[config.mk]
export PLATFORM = sky130hd
export DESIGN_NAME = booth_div_16by8
export DESIGN_NICKNAME = d
export VERILOG_FILES = /design/src/rtl/booth_div_16by8.sv
export SDC_FILE = /design/constraint.sdc
export NUM_CORES = 1
export LEC_CHECK = 0
export CAP_MARGIN = 15
export CORE_ASPECT_RATIO = 1.75
export CORE_MARGIN = 2
export CORE_UTILIZATION = 30
export DETAILED_ROUTE_END_ITERATION = 8
export PLACE_DENSITY = 0.47
export REMOVE_ABC_BUFFERS = 1
export SYNTH_ARGS = -nofsm -noshare
export SYNTH_HDL_FRONTEND = slang
export SYNTH_SLANG_ARGS = --single-unit
[constraint.sdc]
create_clock -name clk -period 2.9 [get_ports clk]
set_clock_uncertainty 0.2 [all_clocks]
set_input_delay 0.29 -clock clk [delete_from_list [all_inputs] [get_ports clk]]
set_output_delay 0.29 -clock clk [all_outputs]
set_load 0.01 [all_outputs]
[src/rtl/booth_div_16by8.sv]
// rtl/booth_div_16by8.sv - sequential signed restoring divider, 2*DW-bit dividend by DW-bit divisor
module booth_div_16by8 #(
  parameter int DW = 8
) (
  input  logic            clk,
  input  logic            reset,
  input  logic            start,
  input  logic [2*DW-1:0] dividend,
  input  logic [DW-1:0]   divisor,
  output logic [DW-1:0]   quotient,
  output logic [DW-1:0]   remainder,
  output logic            rdy,
  output logic            busy,
  output logic            div_zero,
  output logic            overflow
);

  localparam int ITER = 2 * DW;
  localparam int CW   = $clog2(ITER);

  localparam logic [DW-1:0]   SAT_POS = {1'b0, {(DW-1){1'b1}}};
  localparam logic [DW-1:0]   SAT_NEG = {1'b1, {(DW-1){1'b0}}};
  localparam logic [2*DW-1:0] POS_LIM = {{(DW+1){1'b0}}, {(DW-1){1'b1}}};
  localparam logic [2*DW-1:0] NEG_LIM = {{DW{1'b0}}, 1'b1, {(DW-1){1'b0}}};

  typedef enum logic [1:0] {IDLE, CALC, FIX, DONE} state_t;

  state_t state, state_nx;

  // dq starts as the dividend magnitude; quotient bits shift in at the bottom
  // as dividend bits shift out of the top, so after ITER steps it holds Qu.
  logic [2*DW-1:0] dq;
  logic [DW-1:0]   dvs_mag;
  logic [DW-1:0]   prem;
  logic            sign_q;
  logic            sign_r;
  logic [CW-1:0]   cnt;

  logic            accept;
  logic [2*DW-1:0] dvd_abs;
  logic [DW-1:0]   dvs_abs;
  logic [DW:0]     shifted;
  logic [DW:0]     diff;
  logic            fits;
  logic            q_ovf;
  logic [DW-1:0]   q_lo;

  assign accept  = start && ((state == IDLE) || (state == DONE));
  assign dvd_abs = dividend[2*DW-1] ? (~dividend + 1'b1) : dividend;
  assign dvs_abs = divisor[DW-1] ? (~divisor + 1'b1) : divisor;

  // Partial remainder stays below the divisor magnitude, so DW+1 bits hold
  // the shifted value and DW bits hold whatever is kept.
  assign shifted = {prem, dq[2*DW-1]};
  assign diff    = shifted - {1'b0, dvs_mag};
  assign fits    = (shifted >= {1'b0, dvs_mag});

  // Negative quotients may reach one further in magnitude than positive ones.
  assign q_ovf = sign_q ? (dq > NEG_LIM) : (dq > POS_LIM);
  assign q_lo  = dq[DW-1:0];

  // State register
  always_ff @(posedge clk or negedge reset) begin
    if (!reset) state <= IDLE;
    else        state <= state_nx;
  end

  // Next-state logic; a zero divisor skips the iteration phase entirely
  always_comb begin
    state_nx = state;
    case (state)
      IDLE, DONE: if (start) state_nx = (divisor == '0) ? FIX : CALC;
      CALC:       if (cnt == CW'(ITER - 1)) state_nx = FIX;
      FIX:        state_nx = DONE;
      default:    state_nx = IDLE;
    endcase
  end

  // Datapath: operand capture, restoring steps, sign/range correction
  always_ff @(posedge clk or negedge reset) begin
    if (!reset) begin
      dq        <= '0;
      dvs_mag   <= '0;
      prem      <= '0;
      sign_q    <= 1'b0;
      sign_r    <= 1'b0;
      cnt       <= '0;
      quotient  <= '0;
      remainder <= '0;
      rdy       <= 1'b0;
      busy      <= 1'b0;
      div_zero  <= 1'b0;
      overflow  <= 1'b0;
    end else if (accept) begin
      dq       <= dvd_abs;
      dvs_mag  <= dvs_abs;
      prem     <= '0;
      sign_q   <= dividend[2*DW-1] ^ divisor[DW-1];
      sign_r   <= dividend[2*DW-1];
      cnt      <= '0;
      rdy      <= 1'b0;
      busy     <= 1'b1;
      div_zero <= 1'b0;
      overflow <= 1'b0;
    end else if (state == CALC) begin
      dq   <= {dq[2*DW-2:0], fits};
      prem <= fits ? diff[DW-1:0] : shifted[DW-1:0];
      cnt  <= cnt + 1'b1;
    end else if (state == FIX) begin
      rdy  <= 1'b1;
      busy <= 1'b0;
      if (dvs_mag == '0) begin
        // dq still holds the dividend magnitude; re-signing its low bits
        // reproduces the dividend's low byte.
        div_zero  <= 1'b1;
        overflow  <= 1'b0;
        quotient  <= sign_r ? SAT_NEG : SAT_POS;
        remainder <= sign_r ? (~q_lo + 1'b1) : q_lo;
      end else begin
        div_zero  <= 1'b0;
        overflow  <= q_ovf;
        quotient  <= q_ovf ? (sign_q ? SAT_NEG : SAT_POS)
                           : (sign_q ? (~q_lo + 1'b1) : q_lo);
        remainder <= sign_r ? (~prem + 1'b1) : prem;
      end
    end
  end

endmodule

sizes.png
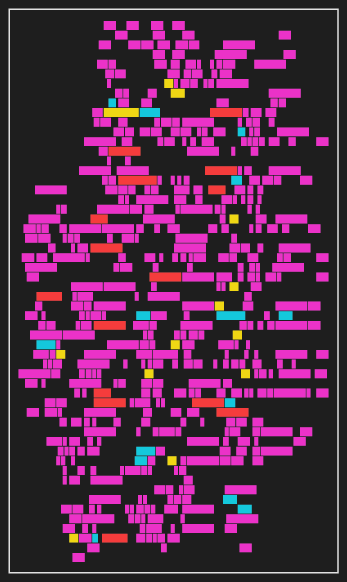
- _6 and larger: red (cells 15)
- _3 and _4 cells: yellow (cells 13)
- _2 cells: cyan (cells 14)
- _0 and _1 cells: magenta (cells 466)

placement_by_type.png
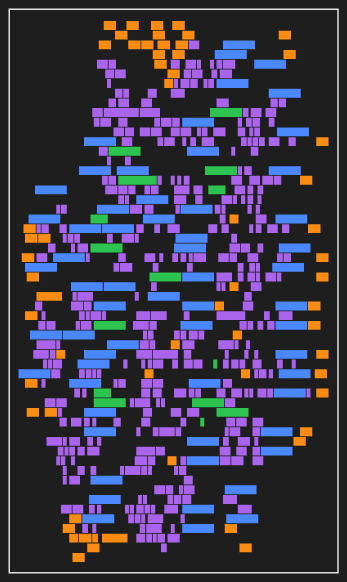
- remaining buffers and delay cells: orange (cells 60)
- sequential cells: blue (cells 60)
- combinational and other logic: purple (cells 373)
- clock drivers and dummy loads: green (cells 15)

flops_by_reg.png
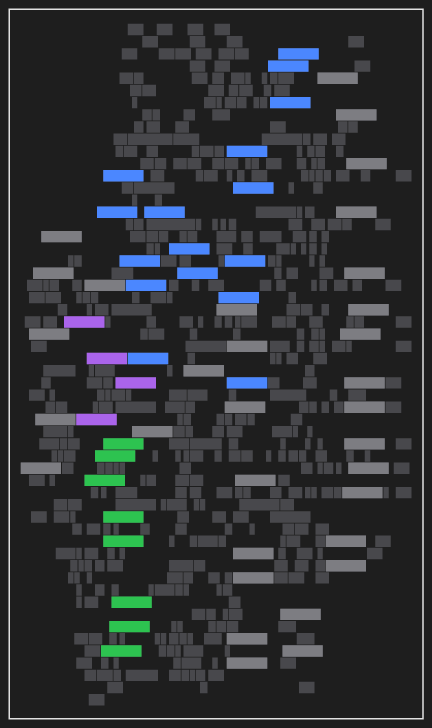
- dvs_mag: green (sequential cells 8; where lower left)
- dq: blue (sequential cells 16)
- cnt: purple (sequential cells 4; where middle left)

==> run notes <==
fresh numbers from the pnr run: average wire per standard cell=between 15 and 20 µm, yosys warns=0, largest net degree at the start of global routing=just under 50, diode count=0, R2R Setup Slk=roughly 0.27 ns, Non-clock buffers=60, Static Leak=2.09 nW, crit start category=register, fin crit share=0.906, min Tclk post-route=approximately 2.6 ns, status=complete, no violations, syn avg cell area=slightly below 9 µm², Layout area overhead=24.3%, total power=between 5 and 6 mW, area leader, netlist=dfrtp_1, Log Warnings=26, tap cells=174, Worst EP arrival=about 2.6 ns, worst r2r path cells=7, fp util=0.306, Die W=around 92 µm, initial antenna violation count=0, crit path capture=prem[3], Initial DRT Pass Iterations=4, setup bufs post-CTS=0, Synth Flop Type=dfrtp_1, final slew viol count=0, Mux area share=0.0609, critical path's slowest cell=a2111oi_2, WL final=approximately 11000 µm, hold path endpoint=quotient[7], Setup crit end kind=register, Cell Pwr Density=about 1200 mW/mm², reg2reg start=prem[0], flip-flops=around 60, Final Hold Vio Count=0, hpwl dp=approximately 8000 µm, Worst slew margin=0.508, async set-reset flop share out of synthesis=1.00, clk root buf=clkbuf_16, yosys cell count=roughly 470, non-clk buf share=0.116, CTS max path bufs=2, DIE AREA=0.0145 mm², total negative setup slack=0 ns, CTS buffer count=9, maximum vdd drop=between 0.0006 and 0.0007 V, CP Depth=7
==> layout by cell type, fill, tap and decap left out, types with 8 or more instances in the layout <==
cell type        count
o31ai_1              8
xor2_1              23
nand3_1             12
nor2_1              15
inv_1               29
nor2b_1              8
clkbuf_16            9
buf_4               11
a21oi_1             26
nand2_1             53
nand2b_1            15
mux2i_1             18
o21ai_0             41
xnor2_1             15
ha_1                14
clkdlybuf4s50_1     45
dfrtp_1             60
==> where the power goes <==
group	internal (mW)	switching [mW]	leakage, nW
clock network	0.731	0.364	0.149
logic	1.46	1.66	1.20
registers	1.23	0.415	0.746
==> routing by layer <==
| layer | global-route usage | routed length (µm) |
|---|---|---|
| met3 | 0.0248 | 250 |
| met4 | 0.0846 | 414 |
| met5 | 0 | 0 |
| met1 | 0.164 | 4110 |
| met2 | 0.302 | 5970 |
Power figures rest on the tool's default switching activity, not on a simulated workload.
